<file path="config.mk">
export PLATFORM = sky130hd
export DESIGN_NAME = ext_arbiter
export DESIGN_NICKNAME = d
export VERILOG_FILES = /design/src/rtl/ext_arbiter.sv
export SDC_FILE = /design/constraint.sdc
export NUM_CORES = 1
export LEC_CHECK = 0
export CORE_ASPECT_RATIO = 0.7
export CORE_MARGIN = 1
export CORE_UTILIZATION = 45
export DETAILED_ROUTE_END_ITERATION = 6
export MAX_ROUTING_LAYER = met4
export PLACE_DENSITY_LB_ADDON = 0.25
export SYNTH_ARGS = -nofsm -noshare
export SYNTH_HDL_FRONTEND = slang
export SYNTH_SLANG_ARGS = --single-unit
</file>
<file path="constraint.sdc">
create_clock -name clk -period 1.6 [get_ports clk]
set_input_delay 0.48 -clock clk [delete_from_list [all_inputs] [get_ports clk]]
set_output_delay 0.48 -clock clk [all_outputs]
set_load 0.005 [all_outputs]
</file>
<file path="src/rtl/ext_arbiter.sv">
// ext_arbiter: shares one immediate-extension unit between the decode-stage
// ALU-immediate path (requester 0) and the branch-offset path (requester 1).
// One request is accepted, extended in a dedicated cycle, then presented on a
// registered response port tagged with the requester ID.
//
// Build option: ARB_RR_EN selects round-robin arbitration when both requesters
// are valid. Without it requester 0 always wins and no priority pointer exists.
//
// state  | meaning
// S_IDLE | no work held; accept the winning request if any
// S_EXT  | latched request is being extended; response not yet valid
// S_RESP | response held stable until rsp_ready; may accept back-to-back
module ext_arbiter (
  input  logic        clk,
  input  logic        reset,
  input  logic        req0_valid,
  input  logic [15:0] req0_imm,
  input  logic [1:0]  req0_eop,
  output logic        req0_ready,
  input  logic        req1_valid,
  input  logic [15:0] req1_imm,
  input  logic [1:0]  req1_eop,
  output logic        req1_ready,
  output logic        rsp_valid,
  output logic        rsp_id,
  output logic [31:0] rsp_data,
  input  logic        rsp_ready,
  output logic        busy
);

  typedef enum logic [1:0] {
    S_IDLE = 2'd0,
    S_EXT  = 2'd1,
    S_RESP = 2'd2
  } state_t;

  state_t      state_q, state_d;
  logic        rsp_valid_q, rsp_valid_d;
  logic        rsp_id_q, rsp_id_d;
  logic [31:0] rsp_data_q, rsp_data_d;
  logic [15:0] imm_q, imm_d;
  logic [1:0]  eop_q, eop_d;
  logic        id_q, id_d;
`ifdef ARB_RR_EN
  logic        prio_q, prio_d;
`endif

  logic win_open;
  logic win_id;
  logic grant0;
  logic grant1;
  logic accept;

  function automatic logic [31:0] ext_imm(input logic [15:0] imm, input logic [1:0] eop);
    logic [31:0] res;
    case (eop)
      2'b00:   res = {{16{imm[15]}}, imm};
      2'b01:   res = {16'h0000, imm};
      2'b10:   res = {imm, 16'h0000};
      default: res = {{14{imm[15]}}, imm, 2'b00};
    endcase
    return res;
  endfunction

  // Arbitration and combinational ready generation inside the accept window
  always_comb begin
    win_open = !reset && ((state_q == S_IDLE) || ((state_q == S_RESP) && rsp_ready));
    if (req0_valid && req1_valid) begin
`ifdef ARB_RR_EN
      win_id = prio_q;
`else
      win_id = 1'b0;
`endif
    end else begin
      win_id = req1_valid;
    end
    grant0 = win_open && req0_valid && !win_id;
    grant1 = win_open && req1_valid && win_id;
    accept = grant0 || grant1;
  end

  assign req0_ready = grant0;
  assign req1_ready = grant1;

  // Next-state, request latch and response computation
  always_comb begin
    state_d     = state_q;
    rsp_valid_d = rsp_valid_q;
    rsp_id_d    = rsp_id_q;
    rsp_data_d  = rsp_data_q;
    imm_d       = imm_q;
    eop_d       = eop_q;
    id_d        = id_q;
`ifdef ARB_RR_EN
    prio_d      = prio_q;
`endif
    case (state_q)
      S_IDLE: begin
        if (accept) begin
          state_d = S_EXT;
        end
      end
      S_EXT: begin
        rsp_data_d  = ext_imm(imm_q, eop_q);
        rsp_id_d    = id_q;
        rsp_valid_d = 1'b1;
        state_d     = S_RESP;
      end
      S_RESP: begin
        if (rsp_ready) begin
          rsp_valid_d = 1'b0;
          state_d     = accept ? S_EXT : S_IDLE;
        end
      end
      default: begin
        state_d     = S_IDLE;
        rsp_valid_d = 1'b0;
      end
    endcase
    // The latch is shared by both entry points into S_EXT
    if (accept) begin
      imm_d = win_id ? req1_imm : req0_imm;
      eop_d = win_id ? req1_eop : req0_eop;
      id_d  = win_id;
`ifdef ARB_RR_EN
      prio_d = !win_id;
`endif
    end
  end

  // State and output registers; reset discards any in-flight request
  always_ff @(posedge clk) begin
    if (reset) begin
      state_q     <= S_IDLE;
      rsp_valid_q <= 1'b0;
      rsp_id_q    <= 1'b0;
      rsp_data_q  <= 32'h0;
      imm_q       <= 16'h0;
      eop_q       <= 2'b00;
      id_q        <= 1'b0;
`ifdef ARB_RR_EN
      prio_q      <= 1'b0;
`endif
    end else begin
      state_q     <= state_d;
      rsp_valid_q <= rsp_valid_d;
      rsp_id_q    <= rsp_id_d;
      rsp_data_q  <= rsp_data_d;
      imm_q       <= imm_d;
      eop_q       <= eop_d;
      id_q        <= id_d;
`ifdef ARB_RR_EN
      prio_q      <= prio_d;
`endif
    end
  end

  assign rsp_valid = rsp_valid_q;
  assign rsp_id    = rsp_id_q;
  assign rsp_data  = rsp_data_q;
  assign busy      = (state_q != S_IDLE);

endmodule

</file>
Fig. 1: run 1, the metal 1 layer
Scale bar: 20 µm. Supply wires on this layer in gray.
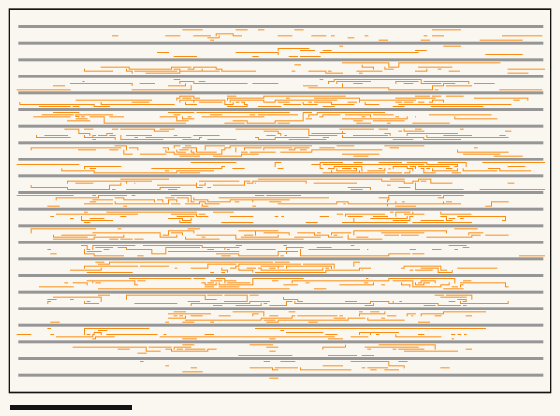
nets with wire on the layer: 319
longest straight run: 37.7 µm
wire length on this layer: 2,960 µm
main direction: horizontal
final wirelength: 6010 µm
vias: 2,153

Fig. 2: run 1, M2 wires
Scale bar: 20 µm.
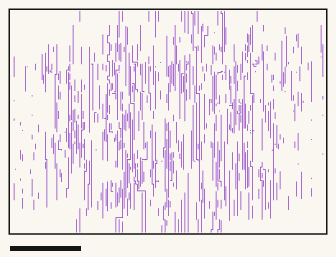
nets with wire on the layer: 313
share of all routed wire: 43%
main direction: vertical
met2 Resource Use GR: 31.8%

Fig. 3: run 1, metal 3
Cells faint in the background.
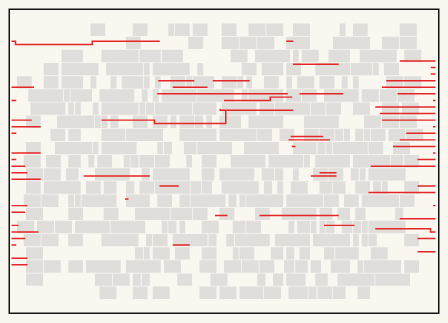
share of all routed wire: 7.2%
nets with wire on the layer: 57
longest straight run: 26.7 µm
grt met3 use: 5.02%

Fig. 4: run 1, routing congestion
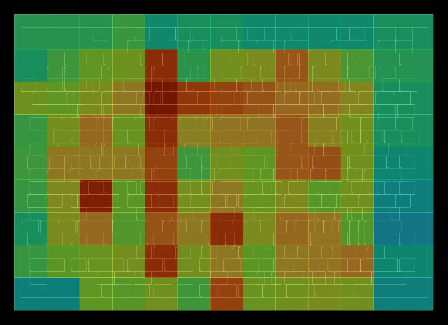
GRT Overall Usage: 22.8%
Final Util: 68.6%

==> results.tsv, run 1 <==
stage	metric	value	unit
worst_setup_path	reg2reg start	state_q[1]	
yosys	number of enable flip-flop cells	0	
yosys	Yosys cell types	29	
timing	fin crit share	98.8	%
power_and_ir_drop	total power	0.00304	W
final_layout	diodes inserted	0	
yosys	xor+xnor area frac	0	%
yosys	Main logic family	AND-OR/OR-AND gates	
worst_setup_path	Critical Path Fanout Max	3	
drt	residual DRC count	0	
grt	largest net degree at the start of global routing	38	
yosys	Adder Area Share	0	%
yosys	Syn Area/Cell	9.90	µm²
placement	routability cong.	0.795	
worst_setup_path	WS Path Type	reg2out	
power_and_ir_drop	Leakage	1.44	nW
power_and_ir_drop	Pint	0.00219	W
worst_hold_path	hold depth	2	
yosys	Post-synth seq share	46.7	%
floorplanning	Die Height	62.6	µm
grt	M1 GR Usage	33.1	%
clock_tree	Longest Clk Path Bufs	2	
clock_tree	Num CTS Buffers	5	
placement	post-DP HPWL	4150	µm
final_layout	final instance area	3370	µm²
final_layout	layout cell share with drive strength beyond 1	24.4	%
floorplanning	core area	4910	µm²
worst_setup_path	Crit. Startpoint	state_q[1]	
yosys	ys flop type	dfxtp_1	
floorplanning	# rows	21	
run	OpenROAD warnings	27	
timing	Setup-failing EPs final	0	
drt	top routing layer in use	met4	
clock_tree	Hold Buf Count CTS	0	
yosys	Synth flops	55	
clock_tree	Root Buffer	clkbuf_8	
yosys	Synth Area in Simple Gates	16.5	%
status	status	finished clean	
grt	initial antenna violation count	0	
final_layout	fillers	427	
drt	met3 WL	433	µm
timing	Final Hold Viols	0	
worst_hold_path	type of the tightest min-delay check	reg2reg	
grt	first-pass GRT wire length	9550	µm
run	max cap viols	0	
timing	Final Skew	0.00699	ns
timing	Fin Setup TNS	0	ns
final_layout	Non-Filler Instances	393	
timing	Slew HR	64.4	%
worst_setup_path	Worst setup EP type	primary output	
worst_setup_path	worst path required time	1.12	ns
power_and_ir_drop	Logic pwr share	22.9	%
final_layout	synthesis-to-finish area growth	43.0	%
floorplanning	fp util	48.0	%
drt	Detail Route Antenna Nets	0	
worst_setup_path	CP Launch Type	flip-flop	
final_layout	Nets	364	
yosys	Cells after Synth	238	
yosys	yosys cell count	238	
power_and_ir_drop	maximum vdd drop	0.531	mV
power_and_ir_drop	clock share of power	24.2	%
floorplanning	I/O pin count	78	
worst_hold_path	beginning of the worst hold path	rsp_data[0]	
clock_tree	clk slew on worst S/H paths	0.09	ns
placement	DP Cell Count	383	
placement	placed cell area	3270	µm²
placement	Post-Place Worst Slack	-0.664	ns
yosys	yosys stat chip area	2360	µm²
power_and_ir_drop	switching power	0.000847	W
drt	M1 wire length	2960	µm
timing	min cycle time layout	1.58	ns
power_and_ir_drop	Switching Share	27.9	%
worst_setup_path	CP Data Arrival Time	1.10	ns
grt	gr busiest metal	met1	
timing	Worst Tran Pin Value	0.534	ns
yosys	Synth Cell Area	2360	µm²
timing	final worst setup slack	0.0197	ns
worst_setup_path	Reg2Reg Capture Point	rsp_data[8]	
yosys	synth cell count leaders	dfxtp_1 (55), nor2_1 (33), nand2_1 (20)	
drt	Avg Vias per Cell	5.48	
yosys	Post-synth mux share	8.07	%
## run 1: state kept, by name, summed over array words and instances, names as in the netlist
register,flops
imm_q,16
rsp_data,32
rsp_valid,1
id_q,1
state_q,2
rsp_id,1
eop_q,2
## run 1: layout by cell type (no fill, tap or decap), drive strengths merged
| master | n |
|---|---|
| buf | 24 |
| nor2b | 2 |
| a31oi | 3 |
| o2bb2ai | 18 |
| mux2i | 19 |
| inv | 3 |
| or2 | 2 |
| clkdlybuf4s50 | 36 |
| a221oi | 14 |
| and3 | 1 |
| a21oi | 5 |
| and2 | 1 |
| nand3 | 4 |
| dlygate4sd2 | 35 |
| clkbuf | 7 |
| clkdlybuf4s15 | 2 |
| clkinv | 1 |
| nor2 | 34 |
| nand2 | 20 |
| nor3 | 16 |
| nand2b | 5 |
| and2b | 1 |
| a211oi | 15 |
| a2bb2oi | 1 |
| dfxtp | 55 |
## run 1: power by group through the flow
stage	logic [W]	clock network (W)	registers (W)
2_1_floorplan	0.000363	0	0.00161
3_3_place_gp	0.000720	0	0.00162
3_5_place_dp	0.000734	0	0.00162
4_1_cts	0.000695	0.000747	0.00160
5_1_grt	0.000756	0.000818	0.00162
6_report	0.000696	0.000736	0.00160
## run 1: layout make-up
| cell class | count | area (µm²) | area share [%] |
|---|---|---|---|
| Multi-Input combinational cell | 161 | 1140 | 33.9 |
| Clock buffer | 7 | 76.3 | 2.26 |
| Inverter | 3 | 11.3 | 0.334 |
| Timing Repair Buffer | 97 | 917 | 27.2 |
| Sequential cell | 55 | 1130 | 33.6 |
| Tap cell | 69 | 86.3 | 2.56 |
| Clock inverter | 1 | 5.00 | 0.148 |
## run 1: critical path, cell delays in order (launching register included)
cell and delay (ns):
dfxtp_2 0.34, buf_6 0.11, nand2b_4 0.07, and3_4 0.19, buf_6 0.09
==> inputs of run 2 (changes only) <==
Settings changed: CORE_MARGIN 1 to 2.
Fig. 5: run 2, M2 wires
Scale bar: 20 µm.
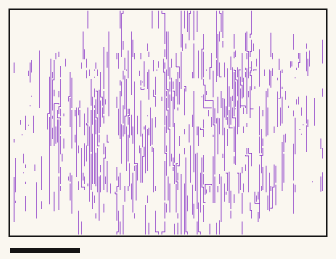
met2 Resource Use GR: 34.6%
vias: 2,123

Fig. 6: run 2, metal 3
Cells faint in the background.
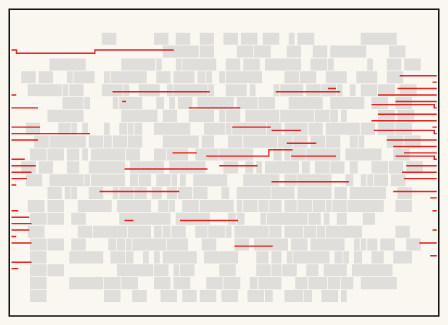
wire length on this layer: 445 µm
main direction: horizontal
longest straight run: 20.2 µm
nets with wire on the layer: 53
share of all routed wire: 7.2%
final wirelength: 6170 µm
grt met3 use: 5.47%

==> run 2 against run 1 <==
- first-iteration DRC count is 17% lower
- global-route usage fell by 0.62 points
- sequential power about the same
- non-clock buffer count rose by 2
- hold slack better by 0.0056 ns
- die size increased by 5.5%
- register-to-register slack worse by 0.09 ns
- total power rose by 7.5%
- largest power group unchanged
- highest routed layer unchanged
==> results.tsv, run 2 <==
stage	metric	value	unit	change
clock_tree	Root Buffer	clkbuf_8		
worst_setup_path	CP Data Arrival Time	1.10	ns	about the same
yosys	FFs w/ async S/R, synth	0	%	
clock_tree	Hold Buf Count CTS	0		unchanged
power_and_ir_drop	sequential power share	49.1	%	
floorplanning	fp util	48.0	%	unchanged
worst_setup_path	WS Path Type	in2out		
worst_setup_path	Critical Path Fanout Max	4		+1
timing	fin crit share	98.7	%	about the same
timing	Worst Tran Pin Value	0.529	ns	-0.00520 ns
timing	final worst setup slack	0.0212	ns	+0.00150 ns
grt	initial antenna violation count	0		unchanged
yosys	and-or/or-and share of the synthesized area	22.7	%	
yosys	Yosys cell types	29		unchanged
worst_hold_path	type of the tightest min-delay check	reg2reg		
floorplanning	# rows	21		unchanged
grt	largest net degree at the start of global routing	38		unchanged
run	max cap viols	0		unchanged
yosys	Post-synth mux share	8.07	%	unchanged
floorplanning	Die Height	64.6	µm	+3.2%
power_and_ir_drop	sequential power	0.00160	W	about the same
run	OpenROAD warnings	27		unchanged
final_layout	layout cell share with drive strength beyond 1	25.5	%	+1.1 points
timing	min cycle time layout	1.58	ns	-0.00150 ns
status	status	finished clean		
clock_tree	Longest Clk Path Bufs	2		unchanged
yosys	Synth Net Count	279		
power_and_ir_drop	Clk. pwr	0.000952	W	+29%
drt	wire per inst	15.6	µm	
power_and_ir_drop	Logic pwr share	21.7	%	-1.2 points
yosys	Main logic family	AND-OR/OR-AND gates		
final_layout	Final Util	69.8	%	+1.2 points
yosys	yosys stat chip area	2360	µm²	unchanged
drt	Detail Route Antenna Nets	0		unchanged
grt	GRT Overall Usage	22.2	%	-0.62 points
floorplanning	core area	4910	µm²	unchanged
yosys	xor+xnor area frac	0	%	unchanged
final_layout	synthesis-to-finish area growth	45.4	%	
power_and_ir_drop	Leakage	1.47	nW	+2.1%
clock_tree	Num CTS Buffers	5		unchanged
power_and_ir_drop	total power	0.00326	W	+7.5%
worst_setup_path	CP Launch Type	input pin		
final_layout	Nets	366		+0.55%
timing	Slew HR	64.7	%	+0.35 points
yosys	ys flop type	dfxtp_1		
yosys	Post-synth seq share	46.7	%	unchanged
final_layout	most frequent logic cell in the layout	clkdlybuf4s50_1		
timing	Final Skew	0.00841	ns	+0.00143 ns
timing	Setup-failing EPs final	0		unchanged
yosys	Cells after Synth	238		unchanged
power_and_ir_drop	Pint	0.00239	W	+9.2%
placement	post-DP HPWL	4260	µm	+2.5%
power_and_ir_drop	Leading power group	registers		
yosys	Synth Cell Area	2360	µm²	unchanged
power_and_ir_drop	maximum vdd drop	0.442	mV	-17%
timing	Final Hold Viols	0		unchanged
power_and_ir_drop	Comb. pwr	0.000708	W	+2%
final_layout	most common logic cells in the final layout	clkdlybuf4s50_1 (36), dlygate4sd2_1 (35), nor2_1 (32), dfxtp_1 (32), dfxtp_2 (21)		
yosys	Adder Area Share	0	%	unchanged
grt	first-pass GRT wire length	10200	µm	+6.7%
power_and_ir_drop	Switching Share	26.8	%	-1.1 points
placement	Post-Place Worst Slack	-0.707	ns	-0.0424 ns
power_and_ir_drop	switching power	0.000875	W	+3.3%
drt	Avg Vias per Cell	5.37		-1.9%
final_layout	diodes inserted	0		unchanged
placement	routability cong.	0.831		+4.5%
floorplanning	I/O pin count	78		unchanged
yosys	synth cell count leaders	dfxtp_1 (55), nor2_1 (33), nand2_1 (20)		
yosys	number of enable flip-flop cells	0		unchanged
worst_setup_path	worst path required time	1.12	ns	about the same
clock_tree	clk slew on worst S/H paths	0.09	ns	about the same
yosys	Synth Area in Simple Gates	16.5	%	unchanged
yosys	yosys cell count	238		unchanged
yosys	Syn Area/Cell	9.90	µm²	unchanged
final_layout	fillers	408		-4.4%
yosys	Synth flops	55		unchanged
worst_setup_path	Worst setup EP type	primary output		
final_layout	max FFs per register	32		unchanged
drt	residual DRC count	0		unchanged
Fig. 7: run 2, clock distribution
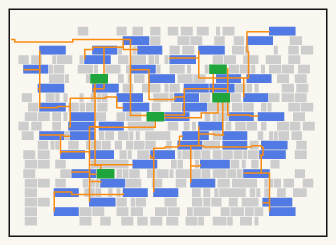
[blue] flip-flops | count: 55
[orange] clock wires | length: 594 µm
[green] clock drivers | count: 5
flops lie: all over the die
routed clock nets: 6
Clock Latency Late Sink: 0.31 ns
clock share of power: 29.2%

-- run 2: cell counts after synthesis --
Identical to the previous run, type by type.
-- run 2: metrics by stage --
step                      setup TNS [ns]  std cells  area [µm²]
after global routing             -0.0637        395        3430
after floorplan                        0        238        2360
after CTS                              0        394        3410
final                                  0        395        3430
after global placement             -6.25        384        3260
after detailed placement           -7.28        384        3260
-- run 2: kinds of logic (layout without fill, tap and decap cells) --
logic type | after synthesis | count (layout)
AOI/OAI and AO/OA | 56 | 56
buffers and inverters | 22 | 110
DFF | 55 | 55
muxes | 19 | 19
and+or+nand+nor | 86 | 86
-- run 2: routing by layer --
layer | share of wire (%) | up-vias | wire [µm] | global-route usage (%)
met5 | 0 | - | 0 | -
met4 | 0.75 | 0 | 46 | 6.92
met3 | 7.2 | 5 | 444 | 5.47
met2 | 44 | 76 | 2730 | 34.6
met1 | 48 | 1005 | 2950 | 28.7
li1 | - | 1037 | - | -
-- run 2: repair_timing --
action / 4_1_cts / 5_1_grt
setup endpoints to repair: 42 / 15
pin swaps: 2 / 0
resized: 83 / 3
setup buffers: 2 / 1
cloned: 0 / 0
-- run 2: critical path: stages --
cell and delay, ns:
clkdlybuf4s15_1 0.18, nand2b_4 0.16, and3_4 0.17, buf_6 0.11
-- run 2: final cells by class --
cell class	count	area, µm²	share of cell area (%)
flip-flops and latches	55	1130	33.1
multi-input cells	161	1160	33.7
inverters	3	11.3	0.328
clock buffers	6	82.6	2.41
repair buffers	99	922	26.9
well taps	69	86.3	2.52
clock inverters	2	35.0	1.02
-- run 2: path summary, 6_finish.rpt --
check,end,from,slack [ns],cells after the start
setup / recovery,req0_ready,rsp_ready,0.02,4
hold / removal,rsp_data[31],rsp_data[31],0.46,2
setup reg to reg,rsp_data[3],state_q[1],0.05,6
hold reg to reg,rsp_data[31],rsp_data[31],0.46,2
==> inputs of run 3 (changes only) <==
Settings changed: SETUP_SLACK_MARGIN set to 0.05.
Fig. 8: run 3, routing congestion
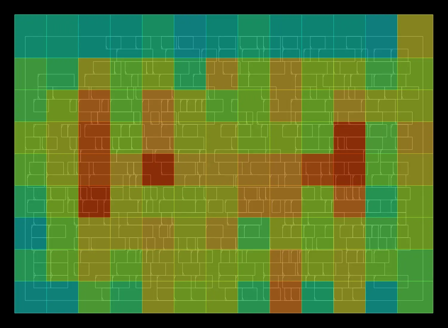
GRT Overall Usage: 21.4%
Final Util: 68.3%

Fig. 9: run 3, metal 3
Cells faint in the background.
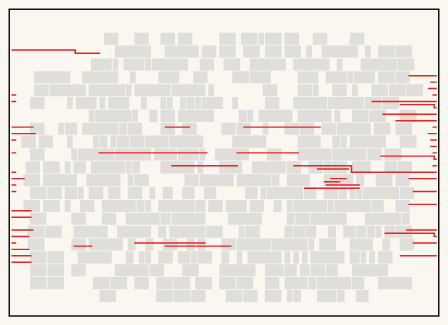
nets with wire on the layer: 51
main direction: horizontal
wire length on this layer: 343 µm
longest straight run: 22.8 µm
share of all routed wire: 5.8%
final wirelength: 5930 µm
vias: 2,127
grt met3 use: 4.77%

==> run 3 against run 2 <==
- first-iteration DRC count fell by 2.5%
- routed wire length fell by 4.0%
- via count rose by 0.19%
- critical path type is now reg2out
- global-route usage fell by 0.77 points
- clock skew fell by 0.0030 ns
- clock power fell by 25%
==> results.tsv, run 3 <==
stage	metric	value	unit	change
timing	Fin Setup TNS	0	ns	unchanged
power_and_ir_drop	maximum vdd drop	0.481	mV	+8.7%
floorplanning	# rows	21		unchanged
power_and_ir_drop	Clk. pwr	0.000715	W	-25%
placement	placed cell area	3260	µm²	about the same
power_and_ir_drop	total power	0.00301	W	-7.8%
worst_setup_path	reg-to-reg slack, setup	0.11	ns	+0.06 ns
worst_hold_path	hold depth	2		unchanged
yosys	area leader, netlist	dfxtp_1		
yosys	Synth flops	55		unchanged
clock_tree	Clock Latency Late Sink	0.29	ns	-0.02 ns
floorplanning	I/O pin count	78		unchanged
worst_setup_path	CP bufs+invs	2		unchanged
timing	fin crit share	98.4	%	-0.26 points
drt	top routing layer in use	met4		
yosys	top cell type by instance count after synthesis	dfxtp_1		
drt	violation count after the first detailed-route iteration	116		
worst_setup_path	Worst setup EP type	primary output		
floorplanning	Die Height	64.6	µm	unchanged
power_and_ir_drop	Leading power group	registers		
final_layout	most common logic cells in the final layout	clkdlybuf4s50_1 (36), dlygate4sd2_1 (35), nor2_1 (33)		
power_and_ir_drop	Comb. pwr	0.000692	W	-2%
drt	met3 WL	343	µm	-23%
floorplanning	core area	4910	µm²	unchanged
grt	vias in the first global route	2004		
clock_tree	Num CTS Buffers	5		unchanged
power_and_ir_drop	Logic pwr share	23.0	%	+1.3 points
grt	initial antenna violation count	0		unchanged
final_layout	fillers	424		+3.9%
yosys	Cells after Synth	238		unchanged
timing	Slew HR	66.6	%	+1.9 points
clock_tree	clk slew on worst S/H paths	0.09	ns	about the same
power_and_ir_drop	switching power	0.000823	W	-5.9%
drt	Detail Route Antenna Nets	0		unchanged
grt	first-pass GRT wire length	9940	µm	-2.5%
placement	post-DP HPWL	4180	µm	-1.8%
worst_hold_path	beginning of the worst hold path	rsp_data[1]		
power_and_ir_drop	Leakage	1.44	nW	-2.4%
yosys	yosys warns	0		
yosys	Synth Net Count	279		unchanged
worst_setup_path	number of cells on the worst reg-to-reg path	5		-1
worst_setup_path	Reg2Reg Capture Point	rsp_data[12]		
worst_setup_path	CP Data Arrival Time	1.09	ns	about the same
final_layout	max FFs per register	32		unchanged
yosys	synth cell count leaders	dfxtp_1 (55), nor2_1 (33), nand2_1 (20)		
drt	wire per inst	15.1	µm	-3.3%
worst_setup_path	reg2reg start	state_q[1]		
run	OpenROAD warnings	28		+3.7%
yosys	yosys stat chip area	2360	µm²	unchanged
worst_setup_path	kind of cell adding the most delay to the critical path	flip-flops		
yosys	number of enable flip-flop cells	0		unchanged
timing	Worst Tran Pin Value	0.500	ns	-0.0286 ns
grt	final global-route overflow total	0		
final_layout	final instance area	3350	µm²	-2.2%
clock_tree	Root Buffer	clkbuf_8		
drt	Avg Vias per Cell	5.43		+0.96%
floorplanning	Die Size	5840	µm²	
timing	Final Hold Viols	0		unchanged
timing	FMAX	0.635	GHz	
worst_setup_path	Worst path max stage delay	0.34	ns	+0.16 ns
clock_tree	clk sinks	55		
final_layout	synthesis-to-finish area growth	42.3	%	
power_and_ir_drop	Pint	0.00219	W	-8.5%
drt	Pre-antenna DRT Iters	4		
timing	Slew Limit Fails	0		
power_and_ir_drop	Switching Share	27.4	%	+0.56 points
power_and_ir_drop	sequential power	0.00160	W	about the same
timing	Final Skew	0.00538	ns	-0.00303 ns
timing	RSZ-0062 raised after global routing	true		
power_and_ir_drop	sequential power share	53.2	%	+4.1 points
drt	residual DRC count	0		unchanged
floorplanning	fp util	48.0	%	unchanged
drt	Met2 Wirelength	2620	µm	-4.1%
worst_setup_path	Critical Path Fanout Max	3		-1
timing	Setup-failing EPs final	0		unchanged
status	status	finished clean		
placement	Port-buffer cells	77		
worst_setup_path	CP dominant cell by count	buf_6		
yosys	Yosys cell types	29		unchanged
power_and_ir_drop	clock share of power	23.8	%	-5.4 points
placement	routability cong.	0.794		-4.4%
run	max cap viols	0		unchanged
worst_hold_path	type of the tightest min-delay check	reg2reg		
yosys	Syn Area/Cell	9.90	µm²	unchanged
clock_tree	Longest Clk Path Bufs	2		unchanged
final_layout	diodes inserted	0		unchanged
worst_setup_path	Crit. Startpoint	state_q[1]		
yosys	Post-synth seq share	46.7	%	unchanged
yosys	ys flop type	dfxtp_1		
worst_setup_path	slowest stage cell, crit path	dfxtp_2		
timing	min cycle time layout	1.57	ns	-0.00410 ns
worst_setup_path	WS Path Type	reg2out		
timing	Hold Slack	0.456	ns	
worst_hold_path	Worst Hold End	rsp_data[1]		
worst_setup_path	CP cell instances	buf_6 > nand2b_4 > and3_4 > buf_6		
yosys	Synth Cell Area	2360	µm²	unchanged
yosys	Top area cell types	dfxtp_1 (47%), mux2i_1 (8.1%), o2bb2ai_1 (6.7%), a211oi_2 (6.4%), nor2_1 (5.3%)		
final_layout	Nets	363		-0.82%
yosys	yosys cell count	238		unchanged
final_layout	layout cell share with drive strength beyond 1	24.1	%	-1.3 points
grt	largest net degree at the start of global routing	38		unchanged
worst_setup_path	CP Launch Type	flip-flop		
yosys	FFs w/ async S/R, synth	0	%	unchanged
yosys	Top-area cell share	46.7	%	
floorplanning	Die Wd	90.5	µm	
drt	M1 wire length	2940	µm	-0.31%
worst_setup_path	worst path required time	1.12	ns	about the same
clock_tree	CTS tree	yes		
final_layout	most frequent logic cell in the layout	clkdlybuf4s50_1		
power_and_ir_drop	Pwr Density	897	nW/µm²	
clock_tree	# H-tree levels	2		
Fig. 10: run 3, M2 wires
Scale bar: 20 µm.
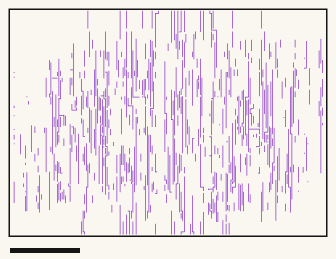
share of all routed wire: 44%
nets with wire on the layer: 317
wire length on this layer: 2,620 µm
longest straight run: 22.1 µm
met2 Resource Use GR: 32.0%

==> run 3: cell types whose count changed in the layout (fill, tap and decap cells not counted), moves of 2 or more <==
cell,previous run,this run
dfxtp_2,21,26
dfxtp_1,32,29
buf_4,19,14
dfxtp_4,2,0
clkbuf_1,0,2
==> run 3: worst max path at each step <==
stage | endpoint | cells past startpoint | slack [ns]
2_1_floorplan | req1_ready | 4 | 0.08
4_1_cts | req0_ready | 4 | 0.02
5_1_grt | req0_ready | 4 | -0.009
3_3_place_gp | req0_ready | 4 | -0.67
3_5_place_dp | req0_ready | 4 | -0.68
6_report | req0_ready | 4 | 0.03
==> run 3: layout make-up <==
type	count	area [µm²]	area share (%)
clock buffers	7	76.3	2.28
clock inverters	1	5.00	0.149
inverters	3	11.3	0.336
multi-input cells	161	1140	33.9
flip-flops and latches	55	1130	33.8
well taps	69	86.3	2.57
repair buffers	96	905	27.0
==> run 3: timing repair <==
action,4_1_cts,5_1_grt
pin swaps,1,1
buffers inserted,2,0
setup endpoints to repair,55,2
hold buffers,0,0
resized,79,4
==> run 3: cells by family after synthesis <==
kind of cell / after synthesis / synth area share, %
AND/OR/NAND/NOR: 86 / 16.5
multiplexers: 19 / 8.07
AND-OR/OR-AND: 56 / 22.7
buffers and inverters: 22 / 6.00
flip-flops: 55 / 46.7
==> run 3: through the flow <==
stage	setup WS, ns	instances	util, %
floorplan	0.0836	238	-
global placement	-0.672	382	66.3
detailed placement	-0.677	382	66.3
CTS	0.0169	392	68.1
global route	-0.00922	392	68.3
finish	0.0253	392	68.3
==> run 3: metal layers <==
metal	up-vias	GRT usage, %
met1	1026	30.3
met5	-	-
met4	0	3.46
li1	1032	-
met2	67	32.0
met3	2	4.77
Power is estimated from default activity; no workload was simulated.
